### Cells by drive strength

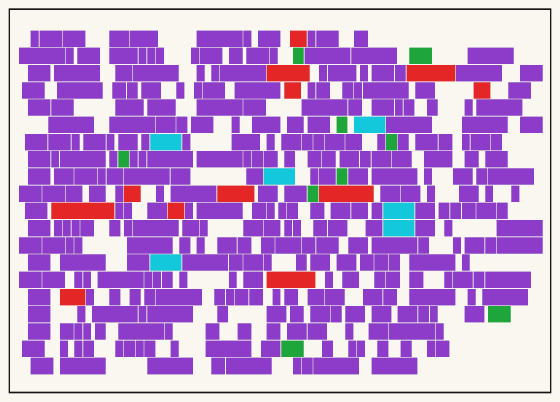
### Wires at chosen ports, followed through buffers

Bar = 20 um.
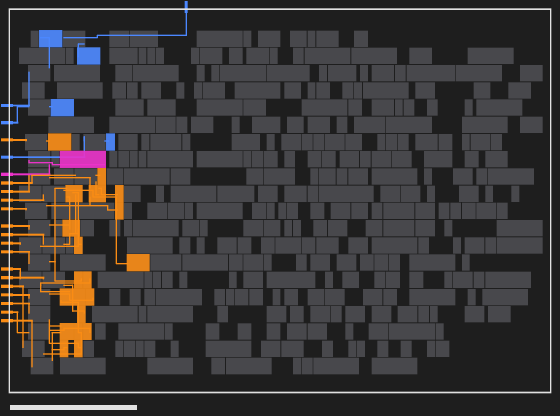
### Signal wires by layer

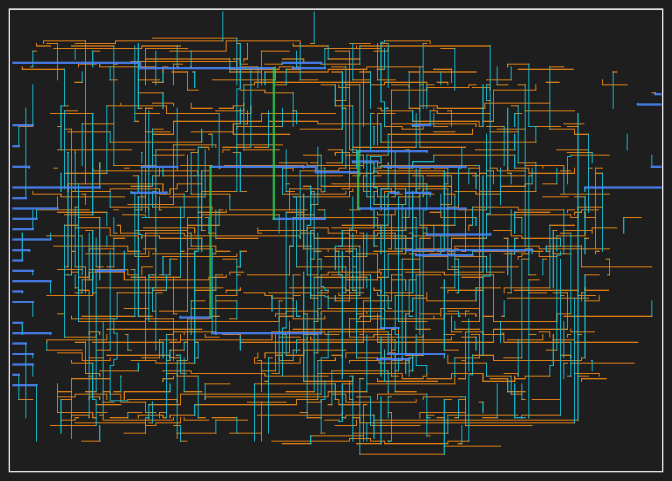
### Placed standard cells

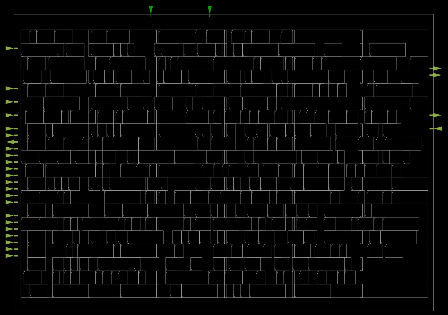
### Placed cells, one color a class

Fill, decap, tap and diode cells in gray.
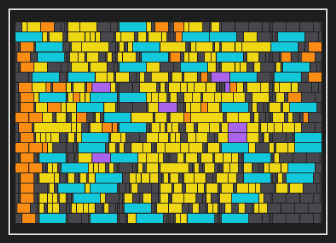
[config.mk]
export PLATFORM = sky130hd
export DESIGN_NAME = baud_gen_prog
export DESIGN_NICKNAME = d
export VERILOG_FILES = /design/src/rtl/baud_pkg.sv /design/src/rtl/baud_frac_div.sv /design/src/rtl/baud_gen_prog.sv
export SDC_FILE = /design/constraint.sdc
export NUM_CORES = 1
export LEC_CHECK = 0
export CAP_MARGIN = 20
export CORE_ASPECT_RATIO = 0.7
export CORE_UTILIZATION = 56
export DETAILED_ROUTE_END_ITERATION = 16
export GPL_TIMING_DRIVEN = 0
export HOLD_SLACK_MARGIN = 0.15
export PLACE_DENSITY = 0.79
export SYNTH_ARGS = -nofsm -noshare
export SYNTH_HDL_FRONTEND = slang
export SYNTH_SLANG_ARGS = --single-unit
[constraint.sdc]
create_clock -name clk -period 3.1 [get_ports clk]
set_input_delay 0.775 -clock clk [delete_from_list [all_inputs] [get_ports clk]]
set_output_delay 0.775 -clock clk [all_outputs]
set_load 0.02 [all_outputs]
[src/rtl/baud_pkg.sv]
// Shared constants for the programmable fractional baud-rate generator.
package baud_pkg;

  localparam int DIV_W    = 16;
  localparam int FRAC_W   = 4;
  localparam int OVS      = 16;
  localparam int MIN_DIV  = 2;
  localparam int DEF_INT  = 54;
  localparam int DEF_FRAC = 4;
  localparam int PH_W     = $clog2(OVS);

endpackage

[src/rtl/baud_frac_div.sv]
// Fractional clock divider: produces one oversample strobe every int+c clocks,
// where c is the carry out of a FRAC_W-bit phase accumulator.
module baud_frac_div #(
  parameter int DIV_W  = baud_pkg::DIV_W,
  parameter int FRAC_W = baud_pkg::FRAC_W
) (
  input  logic              clk,
  input  logic              rst,
  input  logic              en_i,
  input  logic              clear_i,
  input  logic [DIV_W-1:0]  int_i,
  input  logic [FRAC_W-1:0] frac_i,
  output logic              term_o,
  output logic              tick_os_o
);

  logic [DIV_W-1:0]  os_cnt_q, os_cnt_d;
  logic [FRAC_W-1:0] acc_q, acc_d;
  logic              c_q, c_d;
  logic              tick_os_q, tick_os_d;
  logic [DIV_W:0]    last_s;
  logic              term_s;

  // Last count of the current interval; one bit wider so int+c-1 cannot overflow.
  assign last_s = {1'b0, int_i} - {{DIV_W{1'b0}}, 1'b1} + {{DIV_W{1'b0}}, c_q};
  assign term_s = en_i && ({1'b0, os_cnt_q} == last_s);

  assign term_o    = term_s;
  assign tick_os_o = tick_os_q;

  // Next-state: clear beats terminal, terminal beats plain counting.
  always_comb begin
    os_cnt_d  = os_cnt_q;
    acc_d     = acc_q;
    c_d       = c_q;
    tick_os_d = 1'b0;
    if (clear_i) begin
      os_cnt_d = {DIV_W{1'b0}};
      acc_d    = {FRAC_W{1'b0}};
      c_d      = 1'b0;
    end else if (term_s) begin
      os_cnt_d     = {DIV_W{1'b0}};
      {c_d, acc_d} = {1'b0, acc_q} + {1'b0, frac_i};
      tick_os_d    = 1'b1;
    end else if (en_i) begin
      os_cnt_d = os_cnt_q + {{(DIV_W-1){1'b0}}, 1'b1};
    end else begin
      os_cnt_d = os_cnt_q;
    end
  end

  // State registers with synchronous reset.
  always_ff @(posedge clk) begin
    if (rst) begin
      os_cnt_q  <= {DIV_W{1'b0}};
      acc_q     <= {FRAC_W{1'b0}};
      c_q       <= 1'b0;
      tick_os_q <= 1'b0;
    end else begin
      os_cnt_q  <= os_cnt_d;
      acc_q     <= acc_d;
      c_q       <= c_d;
      tick_os_q <= tick_os_d;
    end
  end

endmodule

[src/rtl/baud_gen_prog.sv]
// Programmable baud generator: divisor shadow registers, oversample phase
// counter, and registered baud / mid-bit / load-error strobes.
module baud_gen_prog #(
  parameter int DIV_W    = baud_pkg::DIV_W,
  parameter int FRAC_W   = baud_pkg::FRAC_W,
  parameter int OVS      = baud_pkg::OVS,
  parameter int DEF_INT  = baud_pkg::DEF_INT,
  parameter int DEF_FRAC = baud_pkg::DEF_FRAC
) (
  input  logic              clk,
  input  logic              rst,
  input  logic              en,
  input  logic              div_load,
  input  logic [DIV_W-1:0]  div_int,
  input  logic [FRAC_W-1:0] div_frac,
  input  logic              restart,
  output logic              tick_os,
  output logic              tick_baud,
  output logic              tick_mid,
  output logic              div_err
);

  localparam int PH_W = $clog2(OVS);

  logic [DIV_W-1:0]  int_q, int_d;
  logic [FRAC_W-1:0] frac_q, frac_d;
  logic [PH_W-1:0]   ph_q, ph_d;
  logic              tick_baud_q, tick_baud_d;
  logic              tick_mid_q, tick_mid_d;
  logic              div_err_q, div_err_d;
  logic              load_ok_s;
  logic              clear_s;
  logic              term_s;
  logic              adv_s;

  assign load_ok_s = div_load && (div_int >= DIV_W'(baud_pkg::MIN_DIV));
  assign clear_s   = load_ok_s || restart;
  // A terminal coincident with a clear produces no tick and no phase step.
  assign adv_s     = term_s && !clear_s;

  baud_frac_div #(
    .DIV_W  (DIV_W),
    .FRAC_W (FRAC_W)
  ) u_frac_div (
    .clk       (clk),
    .rst       (rst),
    .en_i      (en),
    .clear_i   (clear_s),
    .int_i     (int_q),
    .frac_i    (frac_q),
    .term_o    (term_s),
    .tick_os_o (tick_os)
  );

  // Divisor shadow, phase counter and strobe next-state.
  always_comb begin
    int_d       = int_q;
    frac_d      = frac_q;
    ph_d        = ph_q;
    tick_baud_d = 1'b0;
    tick_mid_d  = 1'b0;
    div_err_d   = div_load && !load_ok_s;
    if (load_ok_s) begin
      int_d  = div_int;
      frac_d = div_frac;
    end else begin
      int_d  = int_q;
      frac_d = frac_q;
    end
    if (clear_s) begin
      ph_d = {PH_W{1'b0}};
    end else if (adv_s) begin
      ph_d        = ph_q + {{(PH_W-1){1'b0}}, 1'b1};
      tick_baud_d = (ph_q == PH_W'(OVS - 1));
      tick_mid_d  = (ph_q == PH_W'(OVS / 2 - 1));
    end else begin
      ph_d = ph_q;
    end
  end

  // Registers with synchronous reset taking priority over everything.
  always_ff @(posedge clk) begin
    if (rst) begin
      int_q       <= DIV_W'(DEF_INT);
      frac_q      <= FRAC_W'(DEF_FRAC);
      ph_q        <= {PH_W{1'b0}};
      tick_baud_q <= 1'b0;
      tick_mid_q  <= 1'b0;
      div_err_q   <= 1'b0;
    end else begin
      int_q       <= int_d;
      frac_q      <= frac_d;
      ph_q        <= ph_d;
      tick_baud_q <= tick_baud_d;
      tick_mid_q  <= tick_mid_d;
      div_err_q   <= div_err_d;
    end
  end

  assign tick_baud = tick_baud_q;
  assign tick_mid  = tick_mid_q;
  assign div_err   = div_err_q;

endmodule

==> flow_summary.ini <==
; flow metrics
[status]
status = complete, no violations

[sta]
finalSetupViolations = 0
rsz0062_at_grt = false
worstMarginPinSlew_ns = 0.558

[setup_path]
cp-end-kind = register
arrival_ns = 3.24
crit_type = input pin to register
setup.worst_path.start_class = input pin
path_cells = clkdlybuf4s50_1 -> or4_4 -> o41ai_4 -> or3b_1 -> buf_2 -> clkbuf_4 -> nor3_1

[power_and_ir_drop]
seqPwrFrac = 0.559
p_switching_mw = 0.297

[routing]
dr.first_iter.drc_count = 190
ant_nets = 0
viasPerCell = 5.68
wl_met2_mm = 2.48

[synthesis]
most_common_cell = nand2_1
area_leaders = dfxtp_1 36%, nand2_1 6.9%, xnor2_1 6.1%
ys_chip_area_mm2 = 0.00272
postSynthSeqShare = 0.361
floorplan.nets = 351
top_cell_area_share = 0.361

[global_route]
grt_pass1_wl_mm = 9.48
grt_max_degree = 14
top_usage_layer = met2

[place]
dp.cells = 400
post_dp_cell_area_mm2 = 0.00307
gp_congestion = 0.850

[worst_hold_path]
hold_class = register to register

[job]
drv_cap = 0

[clock_network]
htreeDepth = 2

[floorplan]
die-width_um = 85.3
About 'Cells by drive strength':
purple -> x1 and smaller  # cells 329, share 92%
red -> x3 and x4  # cells 12, share 3.4%
cyan -> x6 and larger  # cells 6, share 1.7%
green -> x2  # cells 9, share 2.5%
final worst setup slack: 0.0762 ns
fin area: 0.00322 mm^2
bufs w/o clock: 44

About 'Wires at chosen ports, followed through buffers':
magenta -> div_err  # bits 1, direction output, edge left, end cells 1, wire 19.9 um
blue -> div_frac  # bits 4, direction input, edge 3 left, 1 top, end cells 4, wire 61.7 um
orange -> div_int  # bits 16, direction input, edge left, end cells 20, wire 267 um
I/O pin count: 29
IO Port Bufs: 28

About 'Signal wires by layer':
green -> M4  # wire length 46.9 um
blue -> M3  # wire length 271 um
orange -> M1  # wire length 3,100 um
cyan -> M2  # wire length 2,480 um
GRT Overall Usage: 0.242
DR vias: 2,335
WL/cell: 14.3 um
WL final: 5.90 mm

About 'Placed standard cells':
Placement Rows: 20
Layout Utilization: 0.714
Seq/total area: 0.305

About 'Placed cells, one color a class':
orange -> remaining buffers and delay cells  # cells 44
purple -> clock drivers and dummy loads  # cells 7
cyan -> registers  # cells 49
yellow -> remaining logic cells  # cells 256
core area: 0.00450 mm^2

-- cells in the final DEF (no fill, tap or decap), drive strengths merged, types with 14 or more instances in the layout --
cell type	count
a21oi	14
xor2	18
nor2	22
nand2	50
xnor2	19
clkdlybuf4s50	28
mux2i	16
clkbuf	15
nor3	20
dfxtp	49
-- power groups by stage --
stage | Sequential (mW) | Combinational [mW] | Clock, mW
CTS | 0.668 | 0.151 | 0.381
global placement | 0.683 | 0.142 | 0
floorplan | 0.677 | 0.0915 | 0
global route | 0.673 | 0.170 | 0.412
finish | 0.670 | 0.155 | 0.374
detailed placement | 0.683 | 0.146 | 0
-- worst max-delay path, delay by kind of cell --
kind | cells | cell delay, ns
and+or+nand+nor | 3 | 1.17
buffers and inverters | 3 | 0.85
AOI/OAI and AO/OA | 1 | 0.44
-- timing repair --
action / 4_1_cts / 5_1_grt
setup endpoints to repair: 18 / 29
hold buffers: 0 / 0
buffers inserted: 3 / 1
pin swaps: 1 / 1
resized: 1 / 9
gates cloned: 0 / 0
-- logic make-up (layout without fill, tap and decap cells) --
kind of cell | Yosys count | count (layout) | share of synthesized area
AOI/OAI and AO/OA | 34 | 34 | 0.0874
xor gates and xnor gates | 37 | 37 | 0.119
adders and majority gates | 9 | 9 | 0.0442
buffers and inverters | 22 | 61 | 0.0327
DFF | 49 | 49 | 0.361
muxes | 16 | 16 | 0.0589
and+or+nand+nor | 150 | 150 | 0.297
-- through the flow --
step / worst slack (ns) / hold slack, ns / utilization / setup TNS, ns
after floorplan: 0.287 / 0.438 / - / 0
after global placement: -0.442 / 0.449 / 0.681 / -10.67
after detailed placement: -0.469 / 0.461 / 0.681 / -11.35
after CTS: 0.0733 / 0.476 / 0.707 / 0
after global routing: 0.0274 / 0.492 / 0.714 / 0
final: 0.0762 / 0.474 / 0.714 / 0
-- flip-flops by register name (all words and copies together), names as in the netlist --
register,cells
u_frac_div.tick_os_o,1
div_err,1
u_frac_div.c_q,1
int_q,16
tick_mid,1
frac_q,4
u_frac_div.acc_q,4
u_frac_div.os_cnt_q,16
ph_q,4
tick_baud,1
-- worst paths after layout --
| kind | from | to | slack [ns] | cells after the start |
|---|---|---|---|---|
| worst max-delay path | div_int[6] | u_frac_div.os_cnt_q[13]$_SDFFE_PP0P_ | 0.08 | 7 |
| worst min-delay path | u_frac_div.c_q$_SDFFE_PP0P_ | u_frac_div.c_q$_SDFFE_PP0P_ | 0.47 | 2 |
| worst max register to register | int_q[0]$_SDFFE_PP0P_ | tick_mid$_SDFF_PP0_ | 0.28 | 9 |
| worst min register to register | u_frac_div.c_q$_SDFFE_PP0P_ | u_frac_div.c_q$_SDFFE_PP0P_ | 0.47 | 2 |
-- area by class of cell --
cell class | count | area [um^2] | area share
multi-input combinational | 246 | 1680 | 0.521
sequential | 49 | 981 | 0.305
timing repair buffer | 32 | 310 | 0.0964
clock buffer | 7 | 86.3 | 0.0268
tap | 55 | 68.8 | 0.0214
buffer | 12 | 56.3 | 0.0175
inverter | 10 | 37.5 | 0.0117
Power figures rest on the tool's default switching activity, not on a simulated workload.
